--- src/rtl/tone_pkg.sv ---
// Shared types and limits for the square-wave tone synthesiser.
package tone_pkg;

  typedef enum logic {
    CH_IDLE = 1'b0,
    CH_PLAY = 1'b1
  } ch_state_e;

  localparam int MAX_CH = 8;

endpackage

--- src/rtl/tone_channel.sv ---
// One tone channel: holds a latched half-period, a phase counter and the
// remaining half-period count, and produces the square wave, busy and the
// end-of-note pulse.
module tone_channel
  import tone_pkg::*;
#(
  parameter int WIDTH_DIV = 10,
  parameter int WIDTH_DUR = 16
) (
  input  logic                 clk,
  input  logic                 rst,
  input  logic                 load,
  input  logic [WIDTH_DIV-1:0] load_div,
  input  logic [WIDTH_DUR-1:0] load_dur,
  output logic                 tone,
  output logic                 busy,
  output logic                 done
);

  ch_state_e            state, state_n;
  logic [WIDTH_DIV-1:0] div_q, div_n;
  logic [WIDTH_DIV-1:0] count, count_n;
  logic [WIDTH_DUR-1:0] rem, rem_n;
  logic                 tone_n, busy_n, done_n;
  logic                 toggle;

  // A phase ends when the counter has reached the latched half-period.
  assign toggle = (count == div_q);

  // Next-state and next-output decode; a command always overrides the tick.
  always_comb begin
    state_n = state;
    div_n   = div_q;
    count_n = count;
    rem_n   = rem;
    tone_n  = tone;
    busy_n  = busy;
    done_n  = 1'b0;
    if (load) begin
      if (load_div != '0) begin
        state_n = CH_PLAY;
        div_n   = load_div;
        count_n = WIDTH_DIV'(1);
        rem_n   = load_dur;
        tone_n  = 1'b0;
        busy_n  = 1'b1;
      end else begin
        // Stop: silent abort, no done pulse.
        state_n = CH_IDLE;
        tone_n  = 1'b0;
        busy_n  = 1'b0;
      end
    end else if (state == CH_PLAY) begin
      if (toggle) begin
        count_n = WIDTH_DIV'(1);
        if (rem == WIDTH_DUR'(1)) begin
          // Last half-period elapsed: force the line low and flag the end.
          state_n = CH_IDLE;
          tone_n  = 1'b0;
          busy_n  = 1'b0;
          done_n  = 1'b1;
        end else begin
          tone_n = ~tone;
          // rem==0 means endless; it stays parked at zero.
          if (rem != '0) begin
            rem_n = rem - WIDTH_DUR'(1);
          end
        end
      end else begin
        count_n = count + WIDTH_DIV'(1);
      end
    end
  end

  // State and output registers.
  always_ff @(posedge clk) begin
    if (rst) begin
      state <= CH_IDLE;
      div_q <= '0;
      count <= '0;
      rem   <= '0;
      tone  <= 1'b0;
      busy  <= 1'b0;
      done  <= 1'b0;
    end else begin
      state <= state_n;
      div_q <= div_n;
      count <= count_n;
      rem   <= rem_n;
      tone  <= tone_n;
      busy  <= busy_n;
      done  <= done_n;
    end
  end

endmodule

--- src/rtl/tone_synth.sv ---
// Multi-channel square-wave tone synthesiser: command ready decode and
// demux to the channels, plus a registered count of high tone lines for
// the downstream DAC.
module tone_synth
  import tone_pkg::*;
#(
  parameter  int N_CH      = 3,
  parameter  int WIDTH_DIV = 10,
  parameter  int WIDTH_DUR = 16,
  localparam int CHW       = (N_CH > 1) ? $clog2(N_CH) : 1,
  localparam int MIXW      = $clog2(N_CH + 1)
) (
  input  logic                 clk,
  input  logic                 rst,
  input  logic                 cmd_valid,
  output logic                 cmd_ready,
  input  logic [CHW-1:0]       cmd_ch,
  input  logic [WIDTH_DIV-1:0] cmd_div,
  input  logic [WIDTH_DUR-1:0] cmd_dur,
  output logic [N_CH-1:0]      tone,
  output logic [N_CH-1:0]      busy,
  output logic [N_CH-1:0]      done,
  output logic [MIXW-1:0]      mix
);

  if (N_CH < 1 || N_CH > MAX_CH) begin : g_bad_nch
    $error("tone_synth: N_CH out of range");
  end

  logic            ch_ok;
  logic            busy_sel;
  logic [N_CH-1:0] load;

  function automatic logic [MIXW-1:0] popcount(input logic [N_CH-1:0] v);
    logic [MIXW-1:0] c;
    c = '0;
    for (int i = 0; i < N_CH; i++) begin
      c = c + MIXW'(v[i]);
    end
    return c;
  endfunction

  // Commands to a non-existent channel are swallowed rather than stalled.
  assign ch_ok = (32'(cmd_ch) < N_CH);

  // Busy flag of the addressed channel, safe for out-of-range indices.
  always_comb begin
    busy_sel = 1'b0;
    for (int i = 0; i < N_CH; i++) begin
      if (cmd_ch == CHW'(i)) begin
        busy_sel = busy[i];
      end
    end
  end

  // Stops are always taken; new notes wait for the channel to go idle.
  assign cmd_ready = !ch_ok || (cmd_div == '0) || !busy_sel;

  // Route an accepted command to exactly one channel.
  always_comb begin
    load = '0;
    for (int i = 0; i < N_CH; i++) begin
      load[i] = cmd_valid && cmd_ready && ch_ok && (cmd_ch == CHW'(i));
    end
  end

  for (genvar g = 0; g < N_CH; g++) begin : g_ch
    tone_channel #(
      .WIDTH_DIV(WIDTH_DIV),
      .WIDTH_DUR(WIDTH_DUR)
    ) u_ch (
      .clk     (clk),
      .rst     (rst),
      .load    (load[g]),
      .load_div(cmd_div),
      .load_dur(cmd_dur),
      .tone    (tone[g]),
      .busy    (busy[g]),
      .done    (done[g])
    );
  end

  // Mix level trails the tone vector by one clock.
  always_ff @(posedge clk) begin
    if (rst) begin
      mix <= '0;
    end else begin
      mix <= popcount(tone);
    end
  end

endmodule

--- config.mk ---
export PLATFORM = sky130hd
export DESIGN_NAME = tone_synth
export DESIGN_NICKNAME = d
export VERILOG_FILES = /design/src/rtl/tone_pkg.sv /design/src/rtl/tone_channel.sv /design/src/rtl/tone_synth.sv
export SDC_FILE = /design/constraint.sdc
export NUM_CORES = 1
export LEC_CHECK = 0
export ABC_AREA = 1
export CORE_AREA = 2 2 140 142
export CTS_BUF_LIST = sky130_fd_sc_hd__clkbuf_8
export CTS_CLUSTER_DIAMETER = 60
export DETAILED_ROUTE_END_ITERATION = 16
export DIE_AREA = 0 0 142 144
export PLACE_DENSITY = 0.57
export SLEW_MARGIN = 0
export SYNTH_ARGS = -nofsm -noshare
export SYNTH_HDL_FRONTEND = slang
export SYNTH_HIERARCHICAL = 1
export SYNTH_SLANG_ARGS = --single-unit
--- constraint.sdc ---
create_clock -name clk -period 1.7 [get_ports clk]
set_input_delay 0.17 -clock clk [delete_from_list [all_inputs] [get_ports clk]]
set_output_delay 0.17 -clock clk [all_outputs]
set_load 0.03 [all_outputs]
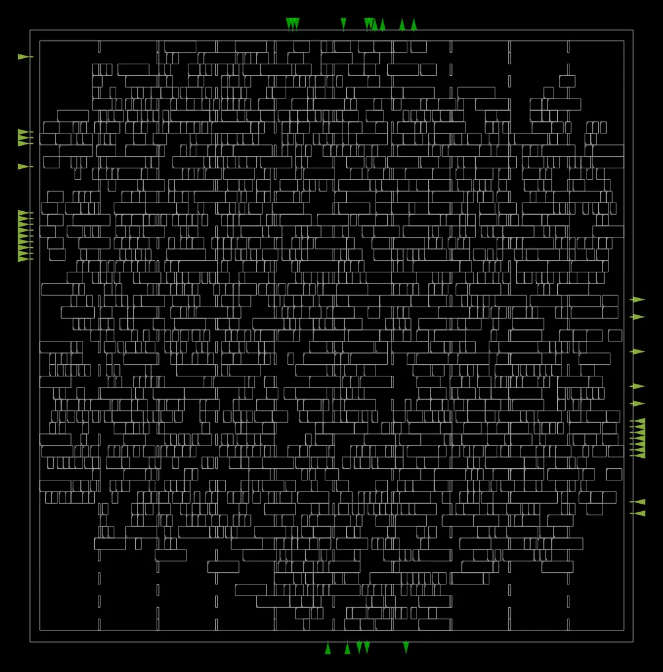
(run_1/placement.png)
Non-Filler Instances: 1672
fill cell count: 1871
Flops: 122

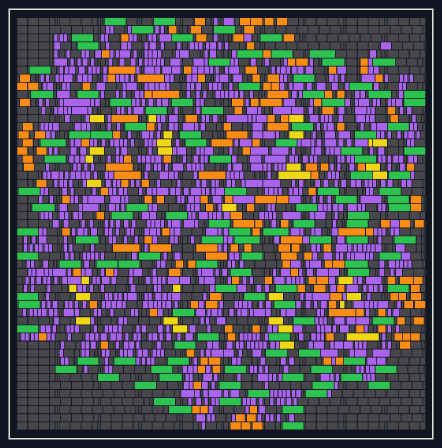
(run_1/placement_by_type.png)
Fill, decap, tap and diode cells in gray.
legend:
  sequential cells:
    color: green
    cells: 122
  clock drivers and dummy loads:
    color: yellow
    cells: 32
  remaining buffers and delay cells:
    color: orange
    cells: 188
  combinational and other logic:
    color: purple
    cells: 1092

==> deck_impl_summary.md, run 1 <==
Physical Implementation Snapshot

Outcome
  – Status: complete, but fails checks
  – Failing checks: negative setup slack

Worst setup path
  – Slowest CP cell: clkdlybuf4s50_1
  – Worst Path Arrival: 2.08 ns
  – Startpoint Class: input pin
  – Reg2reg end: g_ch[0].u_ch/count[4]$_SDFFE_PP0P_
  – Slowest Stage Delay on Critical Path: 0.43 ns
  – Reg2reg setup slack: -0.02 ns
  – Buf+Inv Stages, Crit Path: 2
  – Crit-path leading delay family: simple AND/OR/NAND/NOR gates

Final timing
  – Final Max Slew Viols: 0
  – Tightest hold margin: 0.2760 ns
  – Setup slack after layout: -0.03362 ns
  – Final Setup Violations: 20
  – Actual slew at the worst max-slew pin: 0.4913 ns

Drt
  – DR vias: 8275
  – Drt via density: 4.949
  – Post-DRT Antenna Nets: 0
  – Routed WL: 23.82 mm
  – DR WL/cell: 14.25 um

Layout
  – Final instance area: 10610 um^2
  – Nets: 1462

Floorplan
  – Die Size: 20450 um^2
  – Core box area: 19080 um^2
  – Initial core utilization: 0.3925

Synthesis
  – Synth area leaders: dfxtp_1, nand2_1, nor2_1
  – Area leader share: 0.3261

Global route
  – Initial antenna violation count: 0
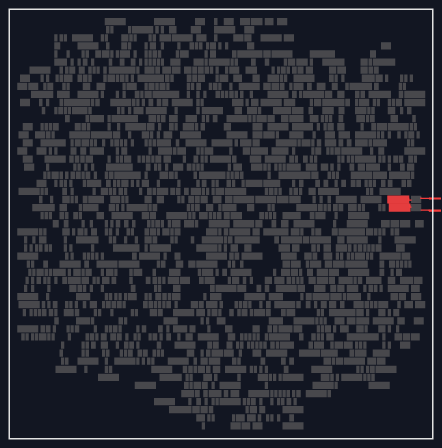
(run_1/io_fan.png)
legend:
  `mix`:
    color: red
    bits: 2
    direction: output
    end_cells: 2
    buffers: 2
    wire: 9.10 um

-- run 1: cell type report --
cell class / instances / area, um^2 / area share
well taps: 238 / 297.8 / 0.02808
flip-flops and latches: 122 / 2475 / 0.2333
clock buffers: 22 / 302.8 / 0.02855
repair buffers: 188 / 1896 / 0.1787
multi-input cells: 920 / 4836 / 0.4559
inverters: 172 / 684.4 / 0.06453
clock inverters: 10 / 115.1 / 0.01085
-- run 1: report_power, final --
| group | internal [W] | switching (W) |
|---|---|---|
| Combinational | 0.00114 | 0.00161 |
| Clock | 0.00149 | 0.00125 |
| Sequential | 0.00300 | 0.000113 |
| Total | 0.00563 | 0.00297 |
-- run 1: logic make-up after synthesis --
logic type	share of synthesized area
adders and majority gates	0.01771
DFF	0.3261
and+or+nand+nor	0.4033
muxes	0.004010
buffers and inverters	0.1158
AOI/OAI and AO/OA	0.1190
xor gates and xnor gates	0.01403
-- run 1: metal layers --
layer,vias to the layer above,GRT usage,part of all wire
li1,4302,-,-
met1,3794,0.2951,0.47
met2,149,0.3849,0.47
met3,30,0.03874,0.039
met4,0,0.06316,0.017
met5,-,0,0
-- run 1: flip-flops by register name, indices dropped and copies added (netlist names) --
| name | flops |
|---|---|
| g_ch.u_ch/tone | 3 |
| mix | 2 |
| g_ch.u_ch/state | 3 |
| g_ch.u_ch/div_q | 30 |
| g_ch.u_ch/busy | 3 |
| g_ch.u_ch/rem | 48 |
| g_ch.u_ch/count | 30 |
| g_ch.u_ch/done | 3 |
-- run 1: tightest hold or removal path, stage by stage --
cell	delay, ns
dlymetal6s2s_1	0.16
buf_4	0.18
o21ai_2	0.13
a21oi_1	0.04
-- run 1: repair_timing --
action | in CTS | in global routing
resized | 29 | 225
cloned | 0 | 10
setup endpoints to repair | 109 | 113
setup buffers | 2 | 20
pin swaps | 11 | 63
==> run 1 -> run 2 <==
--- a/config.mk
+++ b/config.mk
@@ -8,7 +8,7 @@
 export ABC_AREA = 1
 export CORE_AREA = 2 2 140 142
 export CTS_BUF_LIST = sky130_fd_sc_hd__clkbuf_8
-export CTS_CLUSTER_DIAMETER = 60
+export CTS_CLUSTER_DIAMETER = 50
 export DETAILED_ROUTE_END_ITERATION = 16
 export DIE_AREA = 0 0 142 144
 export PLACE_DENSITY = 0.57
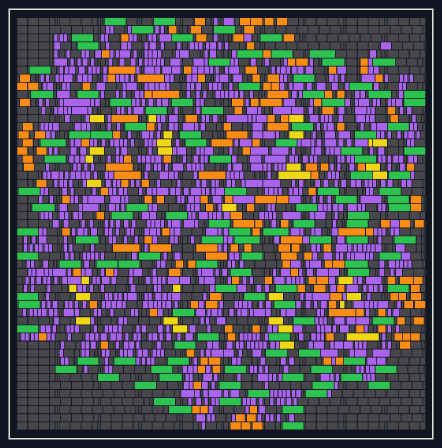
(run_2/placement_by_type.png)
Fill, decap, tap and diode cells in gray.
legend:
  combinational and other logic:
    color: purple
    cells: 1092
  clock drivers and dummy loads:
    color: yellow
    cells: 32
  sequential cells:
    color: green
    cells: 122
  remaining buffers and delay cells:
    color: orange
    cells: 188

==> deck_impl_summary.md, run 2 <==
Physical Implementation Snapshot

Power and ir drop
  – Net load switching power: 0.002969 W (unchanged)
  – Int Pwr: 0.005632 W (unchanged)
  – Comb pwr share: 0.319 (about the same)
  – Combinational power: 0.00274 W (about the same)

Final timing
  – Setup slack after layout: -0.03362 ns (unchanged)
  – Actual slew at the worst max-slew pin: 0.4913 ns (unchanged)
  – Final Setup Violations: 20 (unchanged)

Drt
  – Drt via density: 4.949 (unchanged)
  – DR vias: 8275 (unchanged)
  – Detail Route met2 WL: 11.31 mm (unchanged)
  – Met3 routed WL: 935 um (unchanged)
  – Routed WL: 23.82 mm (unchanged)
  – Wl on met1: 11.18 mm (unchanged)
  – Post-DRT Antenna Nets: 0 (unchanged)
  – Top layer used by detailed routing: met4

Global route
  – M1 GR Usage: 0.2951 (unchanged)
  – Initial antenna violation count: 0 (unchanged)

Synthesis
  – Area leader share: 0.3261 (unchanged)
  – Synth area leaders: dfxtp_1, nand2_1, nor2_1

Worst setup path
  – Buf+Inv Stages, Crit Path: 2 (unchanged)
  – Crit-path leading delay family: simple AND/OR/NAND/NOR gates

Outcome
  – Status: complete, but fails checks
  – Failing checks: negative setup slack

Floorplan
  – Core box area: 19080 um^2 (unchanged)
run 2: cell counts after synthesis:
No cell type changed its count.
run 2: kinds of logic (layout without fill, tap and decap cells):
group                    Yosys count  count (layout)  synth area share
AND/OR/NAND/NOR                  731             731            0.4033
XOR/XNOR                          12              12           0.01403
flip-flops                       122             122            0.3261
buffers and inverters            211             392            0.1158
adder cells (fa/ha/maj)           10              10           0.01771
multiplexers                       3               3          0.004010
AND-OR/OR-AND                    164             164            0.1190
run 2: how the worst max path moves through the flow:
stage	from	end	slack, ns	cells past startpoint
floorplan	g_ch[1].u_ch/busy$_SDFFE_PP0P_	g_ch[0].u_ch/rem[13]$_SDFFE_PP0P_	0.002	12
finish	cmd_div[1]	g_ch[0].u_ch/count[4]$_SDFFE_PP0P_	-0.03	12
detailed placement	cmd_div[5]	g_ch[2].u_ch/rem[12]$_SDFFE_PP0P_	-0.67	12
global placement	cmd_div[5]	g_ch[0].u_ch/rem[15]$_SDFFE_PP0P_	-0.68	14
CTS	g_ch[2].u_ch/count[4]$_SDFFE_PP0P_	g_ch[2].u_ch/rem[2]$_SDFFE_PP0P_	0.005	12
global route	g_ch[0].u_ch/busy$_SDFFE_PP0P_	g_ch[0].u_ch/count[0]$_SDFFE_PP0P_	-0.12	11
run 2: what timing repair did:
action,4_1_cts,5_1_grt
cloned,0,10
setup buffers,2,20
endpoints found under the hold margin,0,0
pin swaps,11,63
setup endpoints to repair,109,113
gates resized,29,225
run 2: layout make-up:
cell class / instances / area, um^2
fillers: 1871 / 8473
multi-input cells: 920 / 4836
flip-flops and latches: 122 / 2475
repair buffers: 188 / 1896
inverters: 172 / 684.4
clock buffers: 22 / 302.8
well taps: 238 / 297.8
clock inverters: 10 / 115.1
No activity file was given, so power comes from the tool's default toggle rates.
